## src/rtl/sub_operand_sequencer.sv

```systemverilog
// ---------------------------------------------------------------------------
// sub_operand_sequencer
//
// Purpose:
//   Sequential front/back-end for an external combinational WIDTH-bit
//   subtracter. Bytes arrive over a valid/ready stream and are paired:
//   the first byte of a pair becomes operand A and the second becomes
//   operand B. Both operands are registered and driven onto the
//   subtracter. The returned difference is captured one settle cycle
//   later. The borrow is computed locally as (A < B), unsigned. The
//   {difference, borrow} result is then offered downstream over a second
//   valid/ready handshake.
//
//   The input phase and the output phase never overlap. At most one
//   result is produced every four cycles.
//
// Configuration:
//   SUB_SATURATE_EN - when defined, a subtraction that would wrap
//                     (A < B) yields a difference of 0 instead of the
//                     modulo result. The borrow is still reported.
//                     Handshake timing and the pair counter are the same
//                     in both builds.
//
// Parameters:
//   WIDTH - operand, difference and stream data width in bits
//   CNT_W - width of the completed-pair counter
//
// Ports:
//   clk        in   rising-edge clock
//   rst        in   synchronous, active-high reset
//   in_valid   in   upstream byte valid
//   in_data    in   upstream byte (first of pair = A, second = B)
//   in_ready   out  stage can accept a byte (LOAD_A/LOAD_B, not in reset)
//   sub_a      out  registered operand A to the subtracter
//   sub_b      out  registered operand B to the subtracter
//   sub_diff   in   difference returned by the subtracter
//   out_valid  out  result valid
//   out_diff   out  captured difference
//   out_borrow out  1 when A < B (unsigned)
//   out_ready  in   downstream accepts the result
//   pair_count out  results accepted downstream, saturating at all-ones
// ---------------------------------------------------------------------------
module sub_operand_sequencer #(
    parameter int WIDTH = 8,
    parameter int CNT_W = 16
) (
    input  logic             clk,
    input  logic             rst,
    input  logic             in_valid,
    input  logic [WIDTH-1:0] in_data,
    output logic             in_ready,
    output logic [WIDTH-1:0] sub_a,
    output logic [WIDTH-1:0] sub_b,
    input  logic [WIDTH-1:0] sub_diff,
    output logic             out_valid,
    output logic [WIDTH-1:0] out_diff,
    output logic             out_borrow,
    input  logic             out_ready,
    output logic [CNT_W-1:0] pair_count
);

    // -----------------------------------------------------------------------
    // State encoding
    // -----------------------------------------------------------------------
    typedef enum logic [1:0] {
        LOAD_A = 2'd0,
        LOAD_B = 2'd1,
        SAMPLE = 2'd2,
        HOLD   = 2'd3
    } state_t;

    state_t state_q;
    state_t state_d;

    // Registered datapath
    logic [WIDTH-1:0] sub_a_q;
    logic [WIDTH-1:0] sub_a_d;
    logic [WIDTH-1:0] sub_b_q;
    logic [WIDTH-1:0] sub_b_d;
    logic [WIDTH-1:0] out_diff_q;
    logic [WIDTH-1:0] out_diff_d;
    logic             out_borrow_q;
    logic             out_borrow_d;
    logic             out_valid_q;
    logic             out_valid_d;
    logic [CNT_W-1:0] pair_count_q;
    logic [CNT_W-1:0] pair_count_d;

    // Handshake decode
    logic             in_ready_c;
    logic             in_xfer;
    logic             out_xfer;

    // Result selection
    logic             a_lt_b;
    logic [WIDTH-1:0] sample_diff;

    // -----------------------------------------------------------------------
    // State register
    // -----------------------------------------------------------------------
    always_ff @(posedge clk) begin
        if (rst) begin
            state_q <= LOAD_A;
        end else begin
            state_q <= state_d;
        end
    end

    // -----------------------------------------------------------------------
    // Next-state logic
    // SAMPLE always lasts exactly one cycle so the external subtracter
    // has a full clock period to settle on the freshly registered operands.
    // -----------------------------------------------------------------------
    always_comb begin
        state_d = state_q;
        unique case (state_q)
            LOAD_A: begin
                if (in_xfer) begin
                    state_d = LOAD_B;
                end
            end
            LOAD_B: begin
                if (in_xfer) begin
                    state_d = SAMPLE;
                end
            end
            SAMPLE: begin
                state_d = HOLD;
            end
            HOLD: begin
                if (out_xfer) begin
                    state_d = LOAD_A;
                end
            end
            default: begin
                state_d = LOAD_A;
            end
        endcase
    end

    // -----------------------------------------------------------------------
    // Output / handshake decode
    // in_ready is gated by rst so that no byte appears to be accepted while
    // the stage is being reset, even though reset wins at the edge anyway.
    // -----------------------------------------------------------------------
    always_comb begin
        in_ready_c = 1'b0;
        in_xfer    = 1'b0;
        out_xfer   = 1'b0;
        if (!rst && (state_q == LOAD_A || state_q == LOAD_B)) begin
            in_ready_c = 1'b1;
        end
        in_xfer  = in_valid && in_ready_c;
        out_xfer = (state_q == HOLD) && out_valid_q && out_ready;
    end

    // -----------------------------------------------------------------------
    // Borrow and difference selection
    // The borrow comes from a local compare of the registered operands; the
    // subtracter's own carry is not trusted or needed.
    // -----------------------------------------------------------------------
    always_comb begin
        a_lt_b      = (sub_a_q < sub_b_q);
        sample_diff = sub_diff;
`ifdef SUB_SATURATE_EN
        if (a_lt_b) begin
            sample_diff = '0;
        end
`endif
    end

    // -----------------------------------------------------------------------
    // Datapath next values
    // Operands change only on their own load transfer, so they stay stable
    // on the subtracter inputs through SAMPLE and HOLD. The captured result
    // is frozen from SAMPLE until the downstream transfer.
    // -----------------------------------------------------------------------
    always_comb begin
        sub_a_d      = sub_a_q;
        sub_b_d      = sub_b_q;
        out_diff_d   = out_diff_q;
        out_borrow_d = out_borrow_q;
        out_valid_d  = out_valid_q;
        pair_count_d = pair_count_q;

        if (state_q == LOAD_A && in_xfer) begin
            sub_a_d = in_data;
        end

        if (state_q == LOAD_B && in_xfer) begin
            sub_b_d = in_data;
        end

        if (state_q == SAMPLE) begin
            out_diff_d   = sample_diff;
            out_borrow_d = a_lt_b;
            out_valid_d  = 1'b1;
        end

        // The counter sticks at all-ones rather than wrapping back to zero.
        if (out_xfer) begin
            out_valid_d = 1'b0;
            if (pair_count_q != {CNT_W{1'b1}}) begin
                pair_count_d = pair_count_q + CNT_W'(1);
            end
        end
    end

    // -----------------------------------------------------------------------
    // Datapath registers
    // Reset drops any partial pair or pending result without counting it.
    // -----------------------------------------------------------------------
    always_ff @(posedge clk) begin
        if (rst) begin
            sub_a_q      <= '0;
            sub_b_q      <= '0;
            out_diff_q   <= '0;
            out_borrow_q <= 1'b0;
            out_valid_q  <= 1'b0;
            pair_count_q <= '0;
        end else begin
            sub_a_q      <= sub_a_d;
            sub_b_q      <= sub_b_d;
            out_diff_q   <= out_diff_d;
            out_borrow_q <= out_borrow_d;
            out_valid_q  <= out_valid_d;
            pair_count_q <= pair_count_d;
        end
    end

    // -----------------------------------------------------------------------
    // Port drivers
    // -----------------------------------------------------------------------
    always_comb begin
        in_ready   = in_ready_c;
        sub_a      = sub_a_q;
        sub_b      = sub_b_q;
        out_valid  = out_valid_q;
        out_diff   = out_diff_q;
        out_borrow = out_borrow_q;
        pair_count = pair_count_q;
    end

endmodule
```

## config.mk

```make
export PLATFORM = sky130hd
export DESIGN_NAME = sub_operand_sequencer
export DESIGN_NICKNAME = d
export VERILOG_FILES = /design/src/rtl/sub_operand_sequencer.sv
export SDC_FILE = /design/constraint.sdc
export NUM_CORES = 1
export LEC_CHECK = 0
export CAP_MARGIN = 20
export CORE_MARGIN = 4
export CORE_UTILIZATION = 46
export CTS_CLUSTER_SIZE = 28
export DETAILED_ROUTE_END_ITERATION = 12
export GPL_TIMING_DRIVEN = 0
export MAX_ROUTING_LAYER = met4
export PLACE_DENSITY = 0.78
export SLEW_MARGIN = 40
export SYNTH_ARGS = -nofsm -noshare
export SYNTH_HDL_FRONTEND = slang
export SYNTH_SLANG_ARGS = --single-unit
```

## constraint.sdc

```tcl
create_clock -name clk -period 2.2 [get_ports clk]
set_input_delay 0.33 -clock clk [delete_from_list [all_inputs] [get_ports clk]]
set_output_delay 0.33 -clock clk [all_outputs]
set_load 0.03 [all_outputs]
```

Figure 1. The metal 3 layer.
Bar = 20 µm.
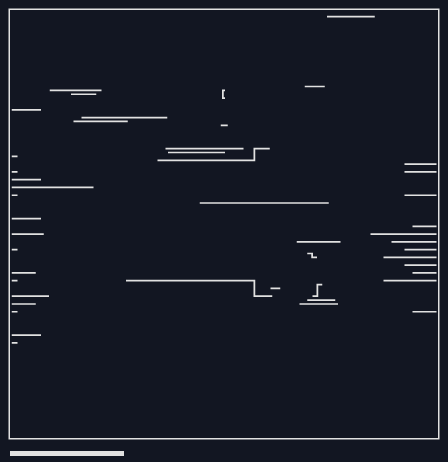
wire length on this layer: 303 µm
main direction: horizontal
nets with wire on the layer: 43
share of all routed wire: 5.9%
longest straight run: 22.3 µm

Figure 2. Cells colored by class.
Fill, decap, tap and diode cells in gray.
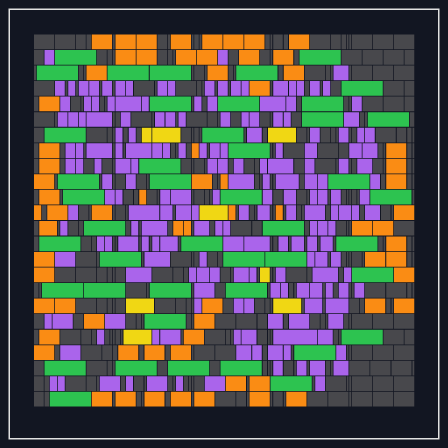
legend:
  clock drivers and dummy loads:
    color: yellow
    cells: 8
    share_of_their_area: 3.3%
  all other logic:
    color: purple
    cells: 193
    share_of_their_area: 42%
  flip-flops:
    color: green
    cells: 44
    share_of_their_area: 32%
  other buffers and delay cells:
    color: orange
    cells: 69
    share_of_their_area: 23%
Post-Route Utilization: 0.651
site row count: 24
area of the core region: 4350 µm²
flop share of the area: 0.311
area of all placed cells without fillers: 2840 µm²

Figure 3. Wires at chosen ports, followed through buffers.
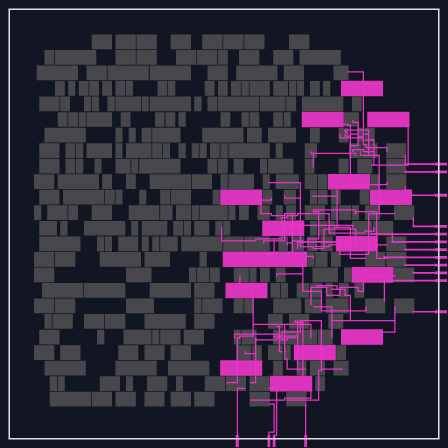
legend:
  pair_count:
    color: magenta
    bits: 16
    direction: output
    end_cells: 16
    buffers: 16
    wire: 720 µm
input/output buffers: 61
IO Pins: 63

Figure 4. Cell outlines without signal wires.
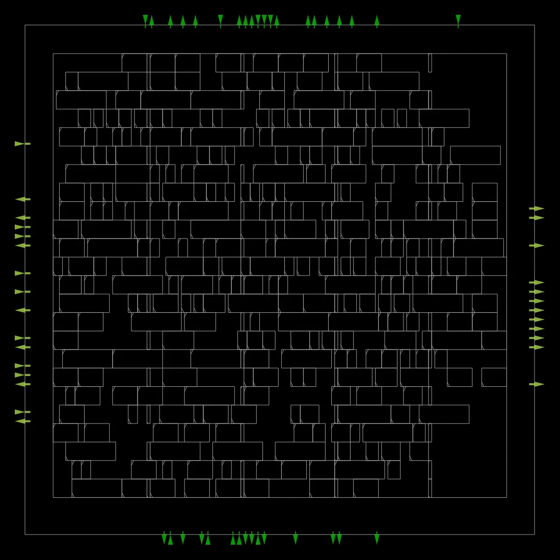
count of flip-flops and latches: 44
Tapcell Cnt: 52
number of non-filler instances in the completed layout: 366

==> Changelog: implementation <==
### Implementation results

* Status: finished, final reports clean
* Fraction of power spent switching nets at 0.376
* Relative area of non-clock buffer cells in the final design at 0.226
* Worst hold stages at 3
* Combinational cell power at 964 µW
* Top logic family: simple AND/OR/NAND/NOR gates
* Crit path capture: in_ready
* Cell type with the largest total area after synthesis: sky130_fd_sc_hd__dfxtp_1
* Critical path depth at 4
* Cell area leaders: sky130_fd_sc_hd__dfxtp_1, sky130_fd_sc_hd__a21oi_1, sky130_fd_sc_hd__ha_1
* Adder-cell share of the synthesized area at 0.0729
* Drt initial violations at 95
* XOR/XNOR Fraction of Synth Area at 0
* Global-route met2 utilization at 0.328
* Clock buffer depth at 2
* Endpoint, Worst Hold: sub_b[3]$_SDFFE_PP0P_
* Clock tree buffer count of the final layout at 6
* Routed wire per std cell at 14.1 µm
* Reg area at 881 µm²
* Origin of the worst min-delay path: in_valid
* Count of plain and timing-repair buffers at 69
* Cell family with most CP delay: buffers and inverters
* Area share of the leading cell type in the synthesized netlist at 0.427
* Crit path max fanout at 11
* First-pass GRT wire length at 8600 µm
* Clock tree from TritonCTS: built
* Multiplexer area fraction after synthesis at 0.0540
Power figures rest on the tool's default switching activity, not on a simulated workload.
